run_1/layers.png
Drawn at 4 px/um.
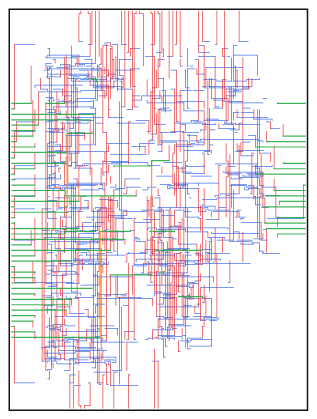
run_1/clock_nets.png
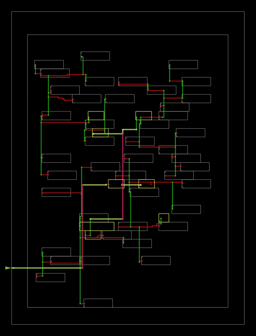
run_1/floorplan.png
Drawn at 4 px/um. Pins as bars on the die edge. Tap cells in grey.
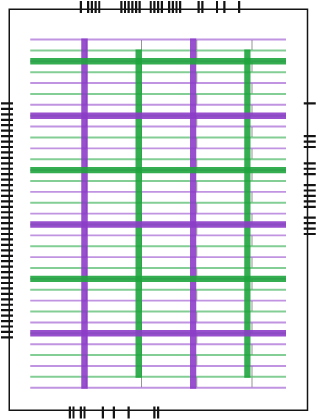
run_1/m3.png
Drawn at 3 px/um. Cells faint in the background.
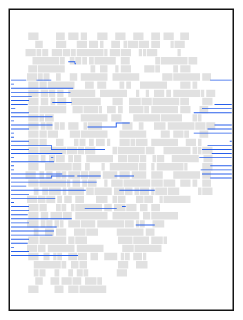
### src/rtl/cbrt_arbiter_if.sv
// Client and core handshake bundle for the shared cube-root arbiter.
// The slave modport is the arbiter's view; master is the surrounding clients and core.
interface cbrt_arbiter_if #(
  parameter int N_REQ = 2,
  parameter int W     = 16
);
  logic [N_REQ-1:0]   req;
  logic [N_REQ*W-1:0] x_in;
  logic [N_REQ-1:0]   ack;
  logic [W-1:0]       y_out;
  logic               err;
  logic [1:0]         grant_id;
  logic               arb_busy;
  logic               core_start;
  logic [W-1:0]       core_x;
  logic [1:0]         core_busy;
  logic [W-1:0]       core_res;

  modport slave (
    input  req, x_in, core_busy, core_res,
    output ack, y_out, err, grant_id, arb_busy, core_start, core_x
  );

  modport master (
    output req, x_in, core_busy, core_res,
    input  ack, y_out, err, grant_id, arb_busy, core_start, core_x
  );
endinterface

### src/rtl/cbrt_arbiter.sv
// Round-robin arbiter sharing one multi-cycle cube-root core between N_REQ clients,
// with a watchdog that aborts a hung core operation and reports it through err.
module cbrt_arbiter #(
  parameter int N_REQ   = 2,
  parameter int W       = 16,
  parameter int TIMEOUT = 64
) (
  input logic           clk,
  input logic           rst,
  cbrt_arbiter_if.slave bus
);

  localparam int          TW = $clog2(TIMEOUT);
  localparam int unsigned NR = N_REQ;

  typedef enum logic [2:0] {IDLE, ISSUE, WAIT, RUN, DONE} state_t;

  state_t        state, state_nx;
  logic [1:0]    rr_ptr, grant, pick;
  logic          pick_vld;
  logic [TW-1:0] timer;
  logic [W-1:0]  x_q, y_q;
  logic          err_q;
  logic          expired, core_done;
  logic [3:0]    req_ext, ack_ext;

  assign req_ext   = 4'(bus.req);
  assign expired   = (timer == TW'(TIMEOUT - 1));
  assign core_done = (bus.core_busy == 2'b00);

  // First asserted request at or after rr_ptr, wrapping modulo N_REQ.
  always_comb begin
    int unsigned idx;
    idx      = 0;
    pick_vld = 1'b0;
    pick     = '0;
    for (int unsigned i = 0; i < NR; i++) begin
      idx = (32'(rr_ptr) + i) % NR;
      if (!pick_vld && req_ext[2'(idx)]) begin
        pick_vld = 1'b1;
        pick     = 2'(idx);
      end
    end
  end

  always_ff @(posedge clk or posedge rst) begin
    if (rst) state <= IDLE;
    else     state <= state_nx;
  end

  // In WAIT the watchdog outranks a first busy indication; in RUN completion outranks it.
  always_comb begin
    state_nx = state;
    case (state)
      IDLE:    if (pick_vld) state_nx = ISSUE;
      ISSUE:   state_nx = WAIT;
      WAIT:    if (expired) state_nx = DONE;
               else if (!core_done) state_nx = RUN;
      RUN:     if (core_done || expired) state_nx = DONE;
      DONE:    state_nx = IDLE;
      default: state_nx = IDLE;
    endcase
  end

  always_ff @(posedge clk or posedge rst) begin
    if (rst) begin
      rr_ptr <= '0;
      grant  <= '0;
      timer  <= '0;
      x_q    <= '0;
      y_q    <= '0;
      err_q  <= 1'b0;
    end else begin
      case (state)
        IDLE: if (pick_vld) begin
          grant <= pick;
          x_q   <= bus.x_in[32'(pick)*W +: W];
        end
        ISSUE: timer <= '0;
        WAIT, RUN: begin
          timer <= timer + 1'b1;
          if (state == RUN && core_done) begin
            y_q   <= bus.core_res;
            err_q <= 1'b0;
          end else if (expired) begin
            y_q   <= '1;
            err_q <= 1'b1;
          end
        end
        DONE: rr_ptr <= (32'(grant) == NR - 1) ? '0 : grant + 2'd1;
        default: ;
      endcase
    end
  end

  always_comb begin
    ack_ext        = (state == DONE) ? (4'b0001 << grant) : '0;
    bus.ack        = ack_ext[N_REQ-1:0];
    bus.y_out      = y_q;
    bus.err        = err_q;
    bus.grant_id   = grant;
    bus.arb_busy   = (state != IDLE);
    bus.core_start = (state == ISSUE);
    bus.core_x     = x_q;
  end

endmodule

### src/flat_wrapper.sv
// flat-port wrapper written by rule: the top's interface ports become plain ports
module cbrt_arbiter_flat 
#(
  parameter int N_REQ   = 2,
  parameter int W       = 16,
  parameter int TIMEOUT = 64
)
  (clk, rst, bus_req, bus_x_in, bus_core_busy, bus_core_res, bus_ack, bus_y_out, bus_err, bus_grant_id, bus_arb_busy, bus_core_start, bus_core_x);
  cbrt_arbiter_if #(.N_REQ(N_REQ), .W(W)) bus_i ();
  input logic clk;
  input logic rst;
  input wire logic [$bits(bus_i.req)-1:0] bus_req;
  input wire logic [$bits(bus_i.x_in)-1:0] bus_x_in;
  input wire logic [$bits(bus_i.core_busy)-1:0] bus_core_busy;
  input wire logic [$bits(bus_i.core_res)-1:0] bus_core_res;
  output wire logic [$bits(bus_i.ack)-1:0] bus_ack;
  output wire logic [$bits(bus_i.y_out)-1:0] bus_y_out;
  output wire logic [$bits(bus_i.err)-1:0] bus_err;
  output wire logic [$bits(bus_i.grant_id)-1:0] bus_grant_id;
  output wire logic [$bits(bus_i.arb_busy)-1:0] bus_arb_busy;
  output wire logic [$bits(bus_i.core_start)-1:0] bus_core_start;
  output wire logic [$bits(bus_i.core_x)-1:0] bus_core_x;
  assign bus_i.req = bus_req;
  assign bus_i.x_in = bus_x_in;
  assign bus_i.core_busy = bus_core_busy;
  assign bus_i.core_res = bus_core_res;
  assign bus_ack = bus_i.ack;
  assign bus_y_out = bus_i.y_out;
  assign bus_err = bus_i.err;
  assign bus_grant_id = bus_i.grant_id;
  assign bus_arb_busy = bus_i.arb_busy;
  assign bus_core_start = bus_i.core_start;
  assign bus_core_x = bus_i.core_x;
  cbrt_arbiter #(.N_REQ(N_REQ), .W(W), .TIMEOUT(TIMEOUT)) u_core (.clk(clk), .rst(rst), .bus(bus_i));
endmodule
### config.mk
export PLATFORM = sky130hd
export DESIGN_NAME = cbrt_arbiter_flat
export DESIGN_NICKNAME = d
export VERILOG_FILES = /design/src/rtl/cbrt_arbiter_if.sv /design/src/rtl/cbrt_arbiter.sv /design/src/flat_wrapper.sv
export SDC_FILE = /design/constraint.sdc
export NUM_CORES = 1
export LEC_CHECK = 0
export CORE_ASPECT_RATIO = 1.4
export CORE_MARGIN = 5
export CORE_UTILIZATION = 39
export CTS_CLUSTER_DIAMETER = 50
export DETAILED_ROUTE_END_ITERATION = 10
export GPL_TIMING_DRIVEN = 0
export PLACE_DENSITY = 0.74
export SYNTH_ARGS = -nofsm -noshare
export SYNTH_HDL_FRONTEND = slang
export SYNTH_SLANG_ARGS = --single-unit
export TNS_END_PERCENT = 20
### constraint.sdc
create_clock -name clk -period 1.38 [get_ports clk]
set_input_delay 0.276 -clock clk [delete_from_list [all_inputs] [get_ports clk]]
set_output_delay 0.276 -clock clk [all_outputs]
set_load 0.01 [all_outputs]
==> run_results.csv, run 1 <==
group,metric,value,unit
outcome,status,"finished, violations left",
outcome,violations,"setup timing",
synth,seq_area_frac_synth,0.489,
final_layout,seq_area_frac,0.307,
synth,yosysCellCount,227,
final_layout,logic_gates,142,
final_layout,final-comb-area,993,um2
die,die.size.y,99.9,um
synth,adder_share,0.00556,
synth,simple_gate_area_frac,0.117,
final_layout,nFillCells,473,
synth,ys_sh_mux,0.0912,
power_and_ir_drop,p_comb_frac,0.477,
global_route,met2_usage,0.321,
die,ios,93,
clock_tree,cts_tree,"built",
timing,min_period,1.73,ns
power_and_ir_drop,clockPowerShare,0.165,
synth,fp_nets,282,
clock_tree,cts_resized,74,
timing,tns,-2.13,ns
critical_path,critPathCapture,"bus_ack[0]",
critical_path,r2r_end,"u_core.bus.grant_id[0]",
placement,post-place-ws,-0.578,ns
die,die_w,74.2,um
timing,setup_ws,-0.353,ns
final_layout,final_cells,409,
hold_path,worstHoldPathType,"primary input to async pin",
placement,place_congestion,0.850,
routing,drc,0,
synth,logic_family,"AND-OR/OR-AND gates",
timing,drv_slew,0,
synth,post_synth_ao_oa_area_fraction,0.203,
clock_tree,hold_buffers,0,
synth,synth_cells,227,
die,initial_core_util,0.404,
synth,async_flop_share,1.00,
routing,drt_iter0_markers,75,
synth,top_area_frac,0.489,
timing,rsz0062_at_grt,"true",
flow_run,cap_violations,0,
synth,ys_chip_area,2250,um2
final_layout,drive_gt1_frac,0.196,
critical_path,worstPathRequired,1.10,ns
synth,edf_count,0,
die,chipArea,7410,um2
synth,syn_area_per_cell,9.91,um2
final_layout,num-nets-final,395,
placement,place_hpwl,4580,um
routing,highest_layer,"met4",
global_route,grt_pass1_vias,2217,
die,core_area,5570,um2
final_layout,ff_latch_area,1100,um2
timing,holdWs,0.154,ns
routing,dr.pass1.iters,4,
die,tap_cells,68,
power_and_ir_drop,pg_seq,2.29,mW
power_and_ir_drop,power,6.39,mW
final_layout,design_area,3600,um2
clock_tree,path_clk_slew,0.09,ns
critical_path,rr_worst_depth,7,
global_route,overflow,0,
synth,yosys_warnings,0,
power_and_ir_drop,max-vdd-ir-drop,1080,uV
routing,wl_met3,623,um
synth,ff_type,"dfrtp_1",
clock_tree,htree_num_levels,2,
placement,dpl-instance-area,3280,um2
power_and_ir_drop,powerClk,1.05,mW
power_and_ir_drop,power_leakage,1.68,nW
final_layout,clk_share,0.0338,
timing,setup_violations,32,
global_route,grt_pass1_wl,10300,um
global_route,grt_util_met1,0.189,
routing,drt-vias-per-instance,5.22,
final_layout,syn2layout_area_growth,59.8,%
power_and_ir_drop,internal_power,4.13,mW
final_layout,postLayoutCoreUtil,0.646,
clock_tree,max-clock-path-buffers,2,
synth,synthesis.area,2250,um2
final_layout,signal_buffers,126,
final_layout,clkbuf_count,6,
synth,top_cell,"dfrtp_1",
synth,ys_top_cells_by_area,"dfrtp_1 (49%), a21oi_1 (7.6%), mux2i_1 (7.1%), nand3b_1 (5.3%), a31oi_1 (4.4%)",
timing,max_freq,577,MHz
routing,routed-wl-met2,3400,um
final_layout,buffer_area_frac,0.338,
critical_path,r2r-start,"u_core.state[2]",
critical_path,arrival,1.46,ns
placement,portBuffers,90,
Back to the opening pictures, layers.png:
M3: shown in green, wire length 623 um. M4: shown in orange, wire length 72.1 um. M1: shown in blue, wire length 2250 um. M2: shown in red, wire length 3400 um.
DR WL/cell: 15.5 um
via count: 2133
total track usage: 0.177

Back to the opening pictures, clock_nets.png:
Layout Skew: 0.00903 ns
clock sink count: 44
TritonCTS Buffers: 5
Seq cells: 44
clk ins delay skew pair: 0.30 ns

Back to the opening pictures, floorplan.png:
VDD: shown in green. VSS: shown in purple.
68 tap cells. 33 met1 rails follow the rows.

Back to the opening pictures, m3.png:
The layer holds 9.8% of the routed length. The longest straight run is 28.3 um. The wires run mostly horizontal.
Routed Wire Length: 6340 um
met3 Use GR: 0.0671

run 1: cells in the final DEF (no fill, tap or decap), types with 3 or more instances in the layout:
cell	netlist	final
a21oi_1	34	33
inv_1	21	19
a31oi_1	16	16
clkdlybuf4s50_1	0	52
a22o_1	4	4
buf_6	5	17
o21ai_0	17	17
clkbuf_8	0	6
nand3b_1	16	16
dfrtp_1	44	43
mux2_2	4	4
clkbuf_2	0	3
buf_4	2	12
nor2_1	7	5
mux2i_1	16	16
nand2_1	5	5
dlygate4sd2_1	0	34
run 1: worst max-delay path, cell delays in order, from the launching register on:
cell and delay (ns):
dfrtp_2 0.48, or3b_4 0.46, nor2_4 0.12, buf_6 0.11
run_1/m2.png
Drawn at 3 px/um.
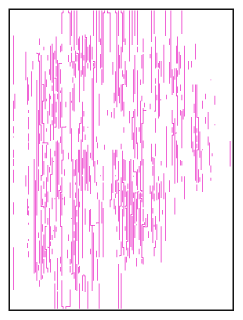

==> run 2, diff against run 1 <==
--- a/config.mk
+++ b/config.mk
@@ -5,13 +5,15 @@
 export SDC_FILE = /design/constraint.sdc
 export NUM_CORES = 1
 export LEC_CHECK = 0
+export CAP_MARGIN = 0
 export CORE_ASPECT_RATIO = 1.4
 export CORE_MARGIN = 5
 export CORE_UTILIZATION = 39
 export CTS_CLUSTER_DIAMETER = 50
 export DETAILED_ROUTE_END_ITERATION = 10
 export GPL_TIMING_DRIVEN = 0
-export PLACE_DENSITY = 0.74
+export PLACE_DENSITY_LB_ADDON = 0.08
+export SKIP_LAST_GASP = 1
 export SYNTH_ARGS = -nofsm -noshare
 export SYNTH_HDL_FRONTEND = slang
 export SYNTH_SLANG_ARGS = --single-unit
run_2/m2.png
Drawn at 3 px/um.
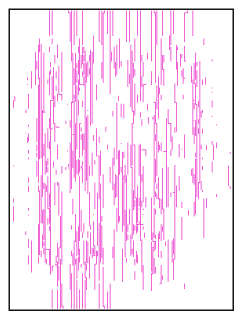
The layer carries 3320 um of wire. The longest straight run is 58.0 um. 336 nets have wire on it. The wires run mostly vertical.
via count: 2086
met2 Track Usage GR: 0.298
Routed Wire Length: 6260 um

run_2/layers.png
Drawn at 4 px/um.
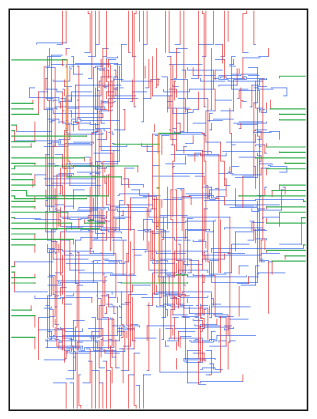
DR WL/cell: 15.2 um
total track usage: 0.172

run_2/m3.png
Drawn at 3 px/um. Cells faint in the background.
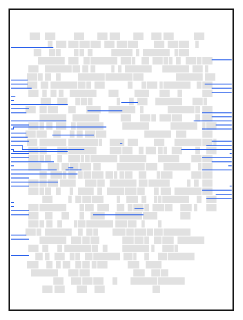
The layer holds 8.1% of the routed length. The wires run mostly horizontal.
met3 Use GR: 0.0551

==> run_results.csv, run 2 <==
group,metric,value,unit
final_layout,postLayoutCoreUtil,0.657,
outcome,violations,"setup timing",
die,core_area,5570,um2
clock_tree,cts_tree,"built",
routing,highest_layer,"met4",
critical_path,critPathCapture,"bus_ack[0]",
die,tap_cells,68,
final_layout,seq_area_frac,0.302,
synth,top_area_frac,0.489,
critical_path,arrival,1.46,ns
critical_path,critical_path_depth,4,
final_layout,ff_count,44,
timing,setup_violations,78,
placement,place_hpwl,4390,um
synth,async_flop_share,1.00,
die,chipArea,7410,um2
clock_tree,worstSkewPairLatency,0.30,ns
timing,holdWs,0.259,ns
routing,routed-wl-met2,3320,um
critical_path,path_common_cell,"buf_6",
timing,min_period,1.73,ns
synth,ys_sh_mux,0.0912,
critical_path,r2r_end,"u_core.timer[0]",
critical_path,critical-path-top-delay-family,"simple AND/OR/NAND/NOR gates",
clock_tree,htree_num_levels,2,
die,die.size.y,99.9,um
global_route,grt_pass1_vias,2079,
hold_path,worstHoldPathType,"primary input to async pin",
timing,max_freq,576,MHz
timing,setup_ws,-0.355,ns
final_layout,clk_share,0.0240,
critical_path,slowest_delay,0.41,ns
synth,ys_top_cells_by_area,"dfrtp_1 (49%), a21oi_1 (7.6%), mux2i_1 (7.1%), nand3b_1 (5.3%), a31oi_1 (4.4%)",
synth,top_cell,"dfrtp_1",
final_layout,final-comb-area,976,um2
synth,synthesis.area,2250,um2
final_layout,buffer_area_frac,0.362,
global_route,grt_pass1_wl,10000,um
final_layout,logic_gates,142,
clock_tree,max-clock-path-buffers,2,
critical_path,worst-path-buf-inv,2,
power_and_ir_drop,pg_seq,2.30,mW
final_layout,drive_gt1_frac,0.200,
final_layout,most-common-layout-cells,"clkdlybuf4s50_1 (85), dfrtp_1 (42), a21oi_1 (34)",
outcome,status,"finished, violations left",
clock_tree,numCtsBuffers,5,
placement,portBuffers,90,
power_and_ir_drop,powerClk,0.804,mW
routing,drt-vias-per-instance,5.05,
critical_path,worstPathRequired,1.10,ns
synth,adder_share,0.00556,
final_layout,final_cells,413,
critical_path,rr_worst_depth,6,
die,initial_core_util,0.404,
synth,ff_type,"dfrtp_1",
die,ios,93,
synth,yosys_warnings,0,
routing,dr.pass1.iters,4,
synth,post_synth_ao_oa_area_fraction,0.203,
synth,seq_area_frac_synth,0.489,
clock_tree,clock_sinks,44,
die,die_w,74.2,um
final_layout,signal_buffers,130,
placement,place_congestion,0.771,
clock_tree,path_clk_slew,0.08,ns
clock_tree,hold_buffers,0,
timing,finalClockSkew,0.00831,ns
synth,synth_cells,227,
final_layout,num-nets-final,399,
synth,fp_nets,282,
routing,drt_iter0_markers,61,
synth,syn_area_per_cell,9.91,um2
global_route,grt_util_met1,0.204,
critical_path,r2r-start,"u_core.state[1]",
synth,ys_chip_area,2250,um2
critical_path,crit_chain,"buf_6 -> or3b_4 -> nor2_4 -> buf_6",
## run 2: cell count changes in the layout (fill, tap and decap cells not counted), sizes merged
| cell | delta |
|---|---|
| buf | +2 |
| clkbuf | +1 |
| clkinv | +2 |
| dlymetal6s2s | +1 |
| dlygate4sd2 | -34 |
| bufinv | -1 |
| clkdlybuf4s50 | +33 |
## run 2: metrics by stage
step / setup TNS (ns) / cell area (um2) / total power [mW]
6_report: -8.58 / 3650 / 6.56
2_1_floorplan: -0.151 / 2280 / 3.79
3_3_place_gp: -50.68 / 3260 / 5.26
3_5_place_dp: -12.02 / 3280 / 5.32
5_1_grt: -14.12 / 3650 / 7.05
4_1_cts: -6.45 / 3560 / 6.47
run_2/clock_nets.png
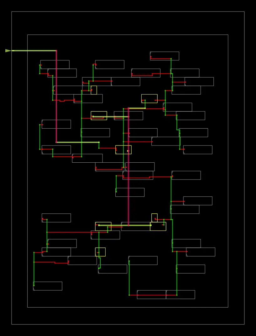

==> run 3, diff against run 2 <==
--- a/config.mk
+++ b/config.mk
@@ -5,10 +5,11 @@
 export SDC_FILE = /design/constraint.sdc
 export NUM_CORES = 1
 export LEC_CHECK = 0
+export ABC_AREA = 1
 export CAP_MARGIN = 0
 export CORE_ASPECT_RATIO = 1.4
-export CORE_MARGIN = 5
-export CORE_UTILIZATION = 39
+export CORE_MARGIN = 3
+export CORE_UTILIZATION = 38
 export CTS_CLUSTER_DIAMETER = 50
 export DETAILED_ROUTE_END_ITERATION = 10
 export GPL_TIMING_DRIVEN = 0
run_3/clock_nets.png
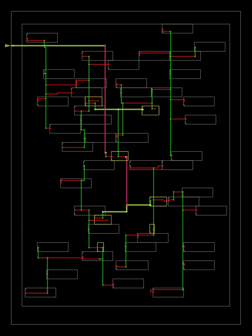
P_clk: 0.765 mW
clk ins delay skew pair: 0.29 ns
Layout Skew: 0.00302 ns
clkbuf count: 6

run_3/m2.png
Drawn at 3 px/um.
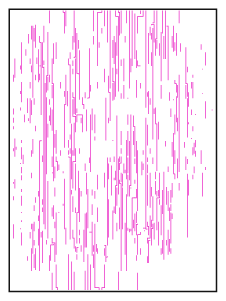
The longest straight run is 52.4 um. The layer holds 52% of the routed length.
Routed Wire Length: 5410 um
met2 Track Usage GR: 0.296

==> run_results.csv, run 3 <==
group,metric,value,unit
clock_tree,clock_sinks,44,
final_layout,signal_buffers,119,
global_route,antenna_found_initial,0,
clock_tree,cts_tree,"built",
synth,top_area_frac,0.529,
clock_tree,postCtsSetupBuffers,10,
synth,yosys_warnings,0,
die,die.size.y,93.6,um
routing,dr.pass1.iters,4,
final_layout,design_area,3420,um2
placement,place_hpwl,3780,um
final_layout,comb_area_share,0.231,
die,tap_cells,66,
flow_run,cap_violations,0,
die,initial_core_util,0.398,
critical_path,cp-start-kind,"flip-flop",
outcome,status,"finished, violations left",
flow_run,warning_count,28,
final_layout,ff_count,44,
synth,edf_count,0,
critical_path,critical-path-top-delay-family,"flip-flops",
synth,seq_area_frac_synth,0.529,
die,die_w,68.6,um
power_and_ir_drop,power,6.47,mW
routing,drt-vias-per-instance,4.56,
die,chipArea,6420,um2
routing,wl_met3,400,um
synth,synthesis.area,2080,um2
timing,setup_ws,-0.103,ns
timing,final.period_utilization,1.07,
synth,syn_area_per_cell,8.13,um2
synth,ys_top_cells_by_area,"dfrtp_1 (53%), o21ai_0 (9.1%), nand2_1 (8.7%), inv_1 (8.3%), nor2_1 (5.2%)",
placement,dp_cells,414,
critical_path,arrival,1.21,ns
routing,m1WireLength,2080,um
final_layout,final_cells,439,
critical_path,rr_worst_depth,6,
synth,async_flop_share,1.00,
synth,ff_type,"dfrtp_1",
critical_path,worst-path-buf-inv,3,
final_layout,largestClassByArea,"non-clock buffers",
clock_tree,numCtsBuffers,5,
routing,highest_layer,"met4",
critical_path,critPathCapture,"bus_core_start",
global_route,grt_max_degree,26,
timing,rsz0062_at_grt,"true",
die,core_area,5240,um2
global_route,grt_pass1_wl,8560,um
final_layout,postLayoutCoreUtil,0.653,
synth,synth_area_leader_cell,"dfrtp_1",
clock_tree,path_clk_slew,0.08,ns
final_layout,nFillCells,470,
final_layout,most-common-layout-cells,"clkdlybuf4s50_1 (83), nand2_1 (45), inv_1 (44)",
critical_path,endpoint_kind,"output port",
routing,drt_iter0_markers,81,
hold_path,worstHoldPathType,"primary input to async pin",
power_and_ir_drop,max-vdd-ir-drop,997,uV
timing,drv_slew,0,
critical_path,critical_path_peak_fanout,4,
final_layout,seq_area_frac,0.323,
outcome,violations,"setup timing",
final_layout,inverters,48,
critical_path,cpMaxStageDelayCell,"dfrtp_2",
clock_tree,root_buffer,"clkbuf_8",
synth,ys_types,25,
final_layout,logic_gates,155,
die,fp-row-count,31,
critical_path,critPathLaunch,"u_core.state[0]",
critical_path,worst-r2r-setup-slack,-0.06,ns
clock_tree,max-clock-path-buffers,2,
placement,dpl-instance-area,3100,um2
critical_path,slowest_delay,0.41,ns
final_layout,clk_share,0.0227,
critical_path,r2r_end,"u_core.timer[1]",
final_layout,diodes,0,
final_layout,mostFrequentLayoutCell,"clkdlybuf4s50_1",
placement,post-place-ws,-0.438,ns
global_route,grt_util_met1,0.200,
final_layout,syn2layout_area_growth,64.1,%
synth,ys.flops,44,
global_route,top_usage_layer,"met2",
critical_path,critPathKind,"flip-flop to output port",
timing,tns,-2.86,ns
power_and_ir_drop,powerDensity,1890,nW/um2
final_layout,buffer_area_frac,0.346,
power_and_ir_drop,power_leakage,1.71,nW
timing,setup_violations,53,
global_route,grt_pass1_vias,1954,
global_route,overflow,0,
die,ios,93,
routing,routed-wl-met2,2830,um
placement,place_congestion,0.733,
routing,drc,0,
synth,ys_chip_area,2080,um2
critical_path,critical_path_depth,4,
timing,min_period,1.48,ns
timing,max_freq,674,MHz
global_route,use_met3,0.0613,
critical_path,worstPathRequired,1.10,ns
final_layout,final-comb-area,791,um2
timing,holdWs,0.308,ns
synth,synth_cells,256,
placement,portBuffers,91,
synth,top_cell,"nand2_1",
final_layout,num-nets-final,428,
synth,fp_nets,311,
routing,ant_nets,0,
final_layout,drive_gt1_frac,0.169,
clock_tree,hold_buffers,0,
synth,common_cells,"nand2_1 (48), inv_1 (46), dfrtp_1 (44)",
synth,yosysCellCount,256,
critical_path,crit_chain,"buf_4 -> inv_2 -> nor3_4 -> buf_2",
critical_path,r2r-start,"u_core.state[1]",
timing,hold_viol,0,
clock_tree,htree_num_levels,2,
clock_tree,cts_resized,27,
final_layout,ff_latch_area,1100,um2
run_3/layers.png
Drawn at 4 px/um.
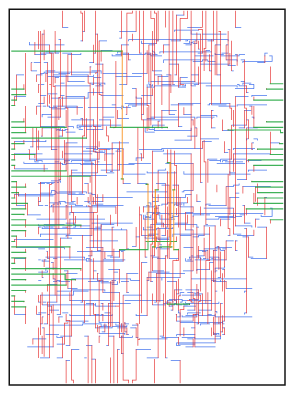
total track usage: 0.177
DR WL/cell: 12.3 um
via count: 2002

## run 3: netlist changes by cell type in the layout (fill, tap and decap cells not counted), moves of 4 or more
cell,delta
a21oi_1,-13
a31oi_1,-15
buf_6,-7
clkbuf_2,-4
inv_1,+25
mux2_2,-4
mux2i_1,-16
nand2_1,+40
nand3b_1,-16
nor2_1,+19
nor2_2,+4
o21ai_0,+15
o21ai_1,+7
## run 3: cell families after synthesis
logic type | count (synthesis) | share of synthesized area
adders and majority gates | 1 | 0.00601
and+or+nand+nor | 89 | 0.185
AOI/OAI and AO/OA | 64 | 0.163
other | 1 | 0.00180
DFF | 44 | 0.529
buffers and inverters | 57 | 0.115
## run 3: power by group
group | internal (mW) | switching, mW
Sequential | 1.90 | 0.387
Combinational | 1.91 | 1.51
Clock | 0.345 | 0.420
Total | 4.16 | 2.32
Power and IR drop assume default switching activity.
